### Routed metal per tile, run 1

Bar = 20 um. The die is cut into 18 by 18 equal tiles; dark blue is low, red is high, scaled to the fullest tile. Values are wire area over tile area, all layers added.
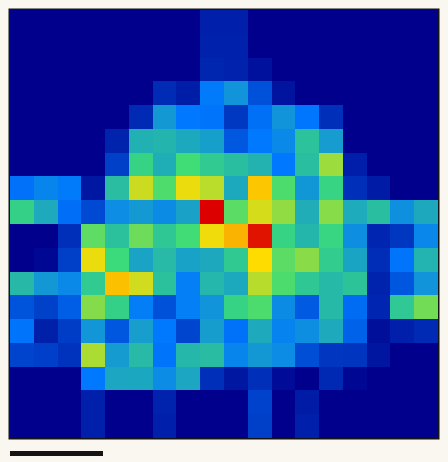
### Local utilization, run 1

Bar = 20 um. The die is cut into 9 by 9 equal tiles; dark blue is low, red is high, 0 to 100% covered.
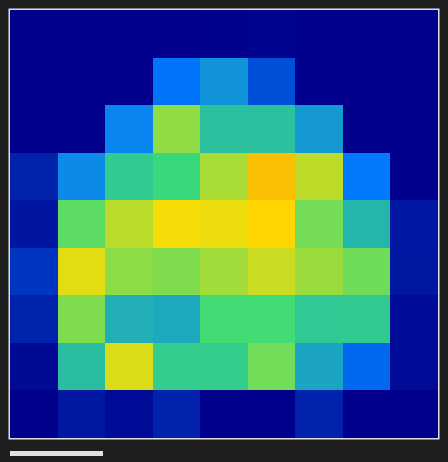
### Routing congestion map, run 1

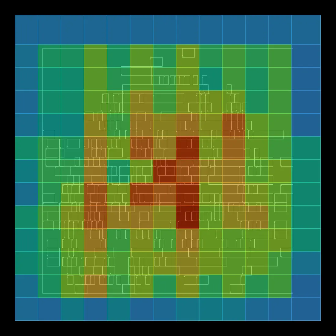
File: src/rtl/uart_rx_pkg.sv
// Shared types and constants for the UART receive-side frame controller.
package uart_rx_pkg;

   typedef enum logic [2:0] {IDLE, START, DATA, PARITY, STOP} rx_state_t;

   localparam logic [4:0] PRESCALE_8  = 5'd8;
   localparam logic [4:0] PRESCALE_16 = 5'd16;

   // Mid-bit sample edges M-1, M, M+1 with M = Prescale/2
   localparam logic [3:0] SMP_EARLY_P8  = 4'd3;
   localparam logic [3:0] SMP_MID_P8    = 4'd4;
   localparam logic [3:0] SMP_LATE_P8   = 4'd5;
   localparam logic [3:0] SMP_EARLY_P16 = 4'd7;
   localparam logic [3:0] SMP_MID_P16   = 4'd8;
   localparam logic [3:0] SMP_LATE_P16  = 4'd9;

   function automatic logic prescale_ok(input logic [4:0] prescale);
      return (prescale == PRESCALE_8) || (prescale == PRESCALE_16);
   endfunction

   // Bits per frame: start + data + optional parity + stop
   function automatic int unsigned frame_bits(input int unsigned data_width, input logic par_en);
      return 32'd2 + data_width + 32'(par_en);
   endfunction

endpackage

File: src/rtl/uart_rx_sampler.sv
// Three mid-bit sample registers and a majority vote over them.
module uart_rx_sampler
   import uart_rx_pkg::*;
(
   input  logic       clk,
   input  logic       rst,
   input  logic       clr,
   input  logic       rx,
   input  logic [4:0] prescale,
   input  logic [3:0] edge_cnt,
   output logic       bit_val
);

   logic [2:0] smp;
   logic       p16;
   logic [3:0] e_early, e_mid, e_late;

   assign p16     = (prescale == PRESCALE_16);
   assign e_early = p16 ? SMP_EARLY_P16 : SMP_EARLY_P8;
   assign e_mid   = p16 ? SMP_MID_P16   : SMP_MID_P8;
   assign e_late  = p16 ? SMP_LATE_P16  : SMP_LATE_P8;

   always_ff @(posedge clk or posedge rst) begin
      if (rst) begin
         smp <= '0;
      end else if (clr) begin
         smp <= '0;
      end else begin
         if (edge_cnt == e_early) smp[0] <= rx;
         if (edge_cnt == e_mid)   smp[1] <= rx;
         if (edge_cnt == e_late)  smp[2] <= rx;
      end
   end

   assign bit_val = (smp[0] & smp[1]) | (smp[0] & smp[2]) | (smp[1] & smp[2]);

endmodule

File: src/rtl/uart_rx_ctrl.sv
// UART RX frame controller: sequences the external edge/bit counter and
// assembles, parity-checks and stop-checks one frame at a time.
module uart_rx_ctrl
   import uart_rx_pkg::*;
#(
   parameter int DATA_WIDTH = 8
)
(
   input  logic                  CLK_rx_ctrl,
   input  logic                  RST_rx_ctrl,
   input  logic                  RX_IN_rx_ctrl,
   input  logic [4:0]            Prescale_rx_ctrl,
   input  logic                  PAR_EN_rx_ctrl,
   input  logic                  PAR_TYP_rx_ctrl,
   input  logic [3:0]            bit_cnt_rx_ctrl,
   input  logic [3:0]            edge_cnt_rx_ctrl,
   output logic                  cnt_en_rx_ctrl,
   output logic [DATA_WIDTH-1:0] P_DATA_rx_ctrl,
   output logic                  data_valid_rx_ctrl,
   output logic                  par_err_rx_ctrl,
   output logic                  stp_err_rx_ctrl
);

   localparam logic [3:0] LAST_DATA = 4'(DATA_WIDTH);

   rx_state_t             state, state_nxt;
   logic                  bit_val, bit_end, legal;
   logic                  start_entry, shift_en, par_chk;
   logic                  dv_nxt, pe_nxt, se_nxt;
   logic                  par_bad;
   logic [DATA_WIDTH-1:0] shift;

   assign legal          = prescale_ok(Prescale_rx_ctrl);
   assign bit_end        = ({1'b0, edge_cnt_rx_ctrl} == (Prescale_rx_ctrl - 5'd1));
   assign cnt_en_rx_ctrl = (state != IDLE);

   uart_rx_sampler u_sampler (
      .clk      (CLK_rx_ctrl),
      .rst      (RST_rx_ctrl),
      .clr      (start_entry),
      .rx       (RX_IN_rx_ctrl),
      .prescale (Prescale_rx_ctrl),
      .edge_cnt (edge_cnt_rx_ctrl),
      .bit_val  (bit_val)
   );

   always_ff @(posedge CLK_rx_ctrl or posedge RST_rx_ctrl) begin
      if (RST_rx_ctrl) state <= IDLE;
      else             state <= state_nxt;
   end

   always_comb begin
      state_nxt   = state;
      start_entry = 1'b0;
      shift_en    = 1'b0;
      par_chk     = 1'b0;
      dv_nxt      = 1'b0;
      pe_nxt      = 1'b0;
      se_nxt      = 1'b0;
      case (state)
         IDLE: begin
            if (!RX_IN_rx_ctrl && legal) begin
               state_nxt   = START;
               start_entry = 1'b1;
            end
         end
         START: begin
            if (bit_end) state_nxt = bit_val ? IDLE : DATA;
         end
         DATA: begin
            if (bit_end) begin
               shift_en = 1'b1;
               if (bit_cnt_rx_ctrl == LAST_DATA) state_nxt = PAR_EN_rx_ctrl ? PARITY : STOP;
            end
         end
         PARITY: begin
            if (bit_end) begin
               par_chk   = 1'b1;
               state_nxt = STOP;
            end
         end
         STOP: begin
            if (bit_end) begin
               state_nxt = IDLE;
               dv_nxt    = bit_val && !par_bad;
               se_nxt    = !bit_val;
               pe_nxt    = par_bad;
            end
         end
         default: state_nxt = IDLE;
      endcase
      // An illegal prescale mid-frame makes the counter timing meaningless: drop the frame silently
      if (state != IDLE && !legal) begin
         state_nxt = IDLE;
         shift_en  = 1'b0;
         par_chk   = 1'b0;
         dv_nxt    = 1'b0;
         pe_nxt    = 1'b0;
         se_nxt    = 1'b0;
      end
   end

   always_ff @(posedge CLK_rx_ctrl or posedge RST_rx_ctrl) begin
      if (RST_rx_ctrl) begin
         shift              <= '0;
         par_bad            <= 1'b0;
         P_DATA_rx_ctrl     <= '0;
         data_valid_rx_ctrl <= 1'b0;
         par_err_rx_ctrl    <= 1'b0;
         stp_err_rx_ctrl    <= 1'b0;
      end else begin
         data_valid_rx_ctrl <= dv_nxt;
         par_err_rx_ctrl    <= pe_nxt;
         stp_err_rx_ctrl    <= se_nxt;
         if (start_entry) par_bad <= 1'b0;
         if (shift_en)    shift   <= {bit_val, shift[DATA_WIDTH-1:1]};
         if (par_chk)     par_bad <= bit_val ^ (^shift) ^ PAR_TYP_rx_ctrl;
         if (dv_nxt)      P_DATA_rx_ctrl <= shift;
      end
   end

endmodule

File: config.mk
export PLATFORM = sky130hd
export DESIGN_NAME = uart_rx_ctrl
export DESIGN_NICKNAME = d
export VERILOG_FILES = /design/src/rtl/uart_rx_pkg.sv /design/src/rtl/uart_rx_sampler.sv /design/src/rtl/uart_rx_ctrl.sv
export SDC_FILE = /design/constraint.sdc
export NUM_CORES = 1
export LEC_CHECK = 0
export ABC_AREA = 1
export CORE_MARGIN = 8
export CORE_UTILIZATION = 30
export DETAILED_ROUTE_END_ITERATION = 10
export PLACE_DENSITY = 0.58
export SLEW_MARGIN = 10
export SYNTH_ARGS = -nofsm -noshare
export SYNTH_HDL_FRONTEND = slang
export SYNTH_SLANG_ARGS = --single-unit
File: constraint.sdc
create_clock -name CLK_rx_ctrl -period 2 [get_ports CLK_rx_ctrl]
set_input_delay 0.5 -clock CLK_rx_ctrl [delete_from_list [all_inputs] [get_ports CLK_rx_ctrl]]
set_output_delay 0.5 -clock CLK_rx_ctrl [all_outputs]
set_load 0.01 [all_outputs]
==> results.txt, run 1 <==
Results of the implementation run.

The number of logic stages on the critical path including buffering is 12. The minimum period implied by the final worst setup slack is around 1.9 ns. The stage-log warning count is 26. The fill cell instance count of the final layout is around 590.

The height of the die came out at between 90 and 100 um. Looking at the area split, the leading class of cells is combinational gates. The global placer's final weighted congestion came out at between 0.7 and 0.8. The storage element area is about 650 um^2. The clock-pin slew reported for the worst setup and hold paths after clock tree synthesis came out at 0.09 ns.

The worst hold-check slack came out at approximately 0.48 ns. Counting every sink on the clock net gives 26. The run finished with clean final reports.

The number of routed nets with antenna violations came out at 0. The register-to-register setup slack is 0.46 ns. The largest total area in the synthesized netlist belongs to sky130_fd_sc_hd__dfrtp_1. The synthesized-area fraction occupied by and/or/nand/nor cells came out at between 40% and 50%. Derived from the worst setup path, the maximum achievable clock frequency is 0.5324 GHz. The slowest stage cell on the critical path is sky130_fd_sc_hd__clkdlybuf4s50_1. Sequential cells account for between 30% and 40% of the total power.

The cell at the root of the clock tree is sky130_fd_sc_hd__clkbuf_8. The largest fanout on the critical path is 8. The placed cell area came out at between 2000 and 2500 um^2. The multi-input combinational cell count is 194. The Yosys warning count came out at 0. The cell depth of the worst min-delay path is 2. 30 I/O pins were placed.

In this run the most critical hold path is launched from P_DATA_rx_ctrl[3]$_DFFE_PP0P_. The power dissipated in the clock network came out at roughly 0.00044 W. The cell internal power dissipation is roughly 0.0012 W.

The number of signal-net buffers in the layout came out at between 50 and 60. In the synthesized netlist, the number of instances is about 260. The summed instance area of the synthesized netlist is 1714 um^2.

The switching share of power is ~40%. The well-tap cell count came out at between 70 and 80. The power per standard cell area is 851.1 nW/um^2. In this run the mean area of a mapped cell was between 6 and 7 um^2.

After clock tree synthesis, the repair step resized 10 gates. The routed design has roughly 4100 um of wire. The post-synthesis cell count from yosys is about 260. Per the final report, the share of cell area in non-clock buffers is around a fifth.

The analysis attributes to net switching a power of 0.0007968 W. The total die area came out at approximately 8400 um^2. The number of CTS-inserted buffers came out at 3. In the final layout, the registers with the most flip-flops are P_DATA_rx_ctrl (8), shift (8). STA lists the endpoint of the worst register-to-register path as state[0]$_DFFE_PP0P_. The endpoint of the worst hold path is reported as P_DATA_rx_ctrl[3]$_DFFE_PP0P_. Of the available clock period, the critical path in the final layout requires about 94%. The share of async-settable or async-resettable flops after synthesis is 100.0%.

The critical register-to-register path startpoint is state[2]$_DFFE_PP0P_.
## Picture notes: 'Routed metal per tile'
- nearly empty tiles: 39%
- fullest tile: 0.40
- tiles over half the peak: 9.6%
- emptiest ninth of the die: top left
- mean over tiles: 0.078
number of vias after detailed routing: 1718
GRT Total Usage: 10.28%
WL per Instance: 10.48 um

## Picture notes: 'Local utilization'
- emptiest ninth of the die: top left
- densest ninth of the die: middle
- tiles over 75% full: 2.5%
initial standard-cell utilization of the core: 31.13%
final core occ: 43.65%
placeable core area: 5507 um^2

## Picture notes: 'Routing congestion map'
most used routing layer in global routing: met2
Global Route met1 Usage: 11.20%
met3 GRT Util: 2.469%

[run 1: per-stage QoR]
step / TNS (ns) / total power [W] / worst slack, ns / cells / utilization, %
finish: 0 / 0.002046 / 0.1218 / 393 / 43.65
global route: 0 / 0.002212 / 0.002996 / 393 / 43.65
global placement: -8.893 / 0.001558 / -0.3958 / 381 / 40.29
floorplan: 0 / 0.001232 / 0.2430 / 263 / -
detailed placement: -9.833 / 0.001568 / -0.4219 / 381 / 40.29
CTS: 0 / 0.002075 / 0.04528 / 393 / 43.56
[run 1: per-layer routing]
layer / vias up / wire [um] / global-route usage (%)
met1: 759 / 1797 / 11.20
met5: - / 0 / 0
met3: 4 / 210 / 2.469
met2: 32 / 2065 / 18.79
li1: 923 / - / -
met4: 0 / 46 / 3.683
## Run 2: what changed since run 1
--- a/config.mk
+++ b/config.mk
@@ -9,6 +9,7 @@
 export CORE_MARGIN = 8
 export CORE_UTILIZATION = 30
 export DETAILED_ROUTE_END_ITERATION = 10
+export HOLD_SLACK_MARGIN = 0.12
 export PLACE_DENSITY = 0.58
 export SLEW_MARGIN = 10
 export SYNTH_ARGS = -nofsm -noshare
==> results.txt, run 2 <==
Results of the implementation run.

The flow ran to the end, and the final reports show no timing, DRC or antenna violations. The finished layout reports a core utilization of roughly 44%. The register-to-register setup slack is roughly 0.46 ns. The Yosys warning count is 0.

The end point of the most critical hold path is P_DATA_rx_ctrl[3]$_DFFE_PP0P_. The post-route clock period utilization came out at a little over nine tenths. The switching share of power came out at 38.95%.

The total vias in the final route is 1718. The post-synthesis cell count from yosys came out at 263. For this design, the sink count on the clock tree is 26.

The timing report gives the clock slew at the launch and capture registers of the worst setup and hold paths as ~0.090 ns. The stage-log warning count came out at 26. The area of the core came out at approximately 5500 um^2. 30 I/O pins were placed. The count of placed standard cells including taps is 381. The largest fanout on the critical path came out at 8.

Per the CTS log, the root buffer master is sky130_fd_sc_hd__clkbuf_8. The clock period could shrink to between 1.5 and 2 ns. The number of non-filler instances in the completed layout came out at between 300 and 400. The power dissipated in the clock network came out at between 0.0004 and 0.0005 W. Synthesis produced a netlist whose cell count is roughly 260. The worst path setup slack after routing is 0.1218 ns. The layout buffering overhead excluding clock cells is between 20% and 30%. The synthesized-area fraction occupied by and/or/nand/nor cells came out at 47.96%.

Hold analysis shows the worst path with a depth of 2. The number of CTS-inserted buffers came out at 3. The global-route usage over all layers is between 10% and 20%. The relative contribution of sequential cells to total power is 30.8%. The routed length per placed instance is 10.48 um. The cell internal power dissipation came out at roughly 0.0012 W. After floorplanning, the die was sized to cover ~8400 um^2. The total negative slack for setup checks came out at 0 ns.

Dividing the synthesized area by the synthesized cell count gives between 6 and 7 um^2. After detailed placement, the total cell area comes to approximately 2200 um^2. For this run, asynchronously set or reset flops after synthesis account for 100.0%. The worst hold-check slack is between 0.4 and 0.5 ns. The storage element area came out at about 650 um^2. Counting plain and timing-repair buffers in the layout gives 55. The maximum frequency from static timing analysis came out at roughly 0.53 GHz. The number of logic stages on the critical path including buffering is 12. According to the cell report, the number of logic gates is 194. The floorplan utilization is 31.13%. The net switching power of the design is 0.0007968 W. The slowest stage cell on the critical path is sky130_fd_sc_hd__clkdlybuf4s50_1. The number of routed nets with antenna violations is 0.
## run 2: cell counts in the layout (fill, tap and decap cells not counted)
Identical to the previous run, type by type.
## run 2: logic make-up after synthesis
kind of cell | after synthesis
AND/OR/NAND/NOR | 183
buffers and inverters | 44
flip-flops | 26
AND-OR/OR-AND | 7
XOR/XNOR | 2
adder cells (fa/ha/maj) | 1
## run 2: repair_timing
action | 4_1_cts | 5_1_grt
pin swaps | 6 | 0
cloned | 2 | 0
gates resized | 10 | 2
setup endpoints to repair | 24 | 8
setup buffers | 6 | 0
## run 2: routing by layer
metal | track usage (%) | up-vias | share of wire (%)
li1 | - | 923 | -
met1 | 11.20 | 759 | 44
met2 | 18.79 | 32 | 50
met3 | 2.469 | 4 | 5.1
met4 | 3.683 | 0 | 1.1
met5 | 0 | - | 0
### Routed metal per tile, run 2

Bar = 20 um. The die is cut into 18 by 18 equal tiles; dark blue is low, red is high, scaled to the fullest tile. Values are wire area over tile area, all layers added.
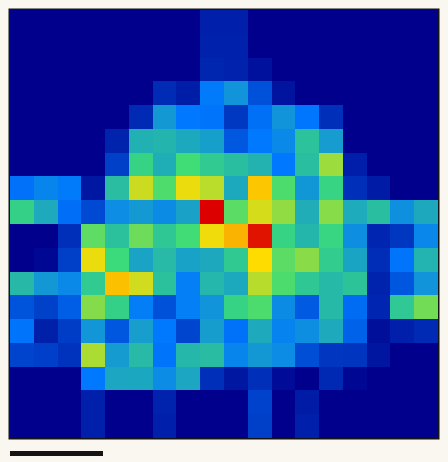
- mean over tiles: 0.078
- emptiest ninth of the die: top left
- nearly empty tiles: 39%
WL final: 4120 um

Power and IR drop assume default switching activity.
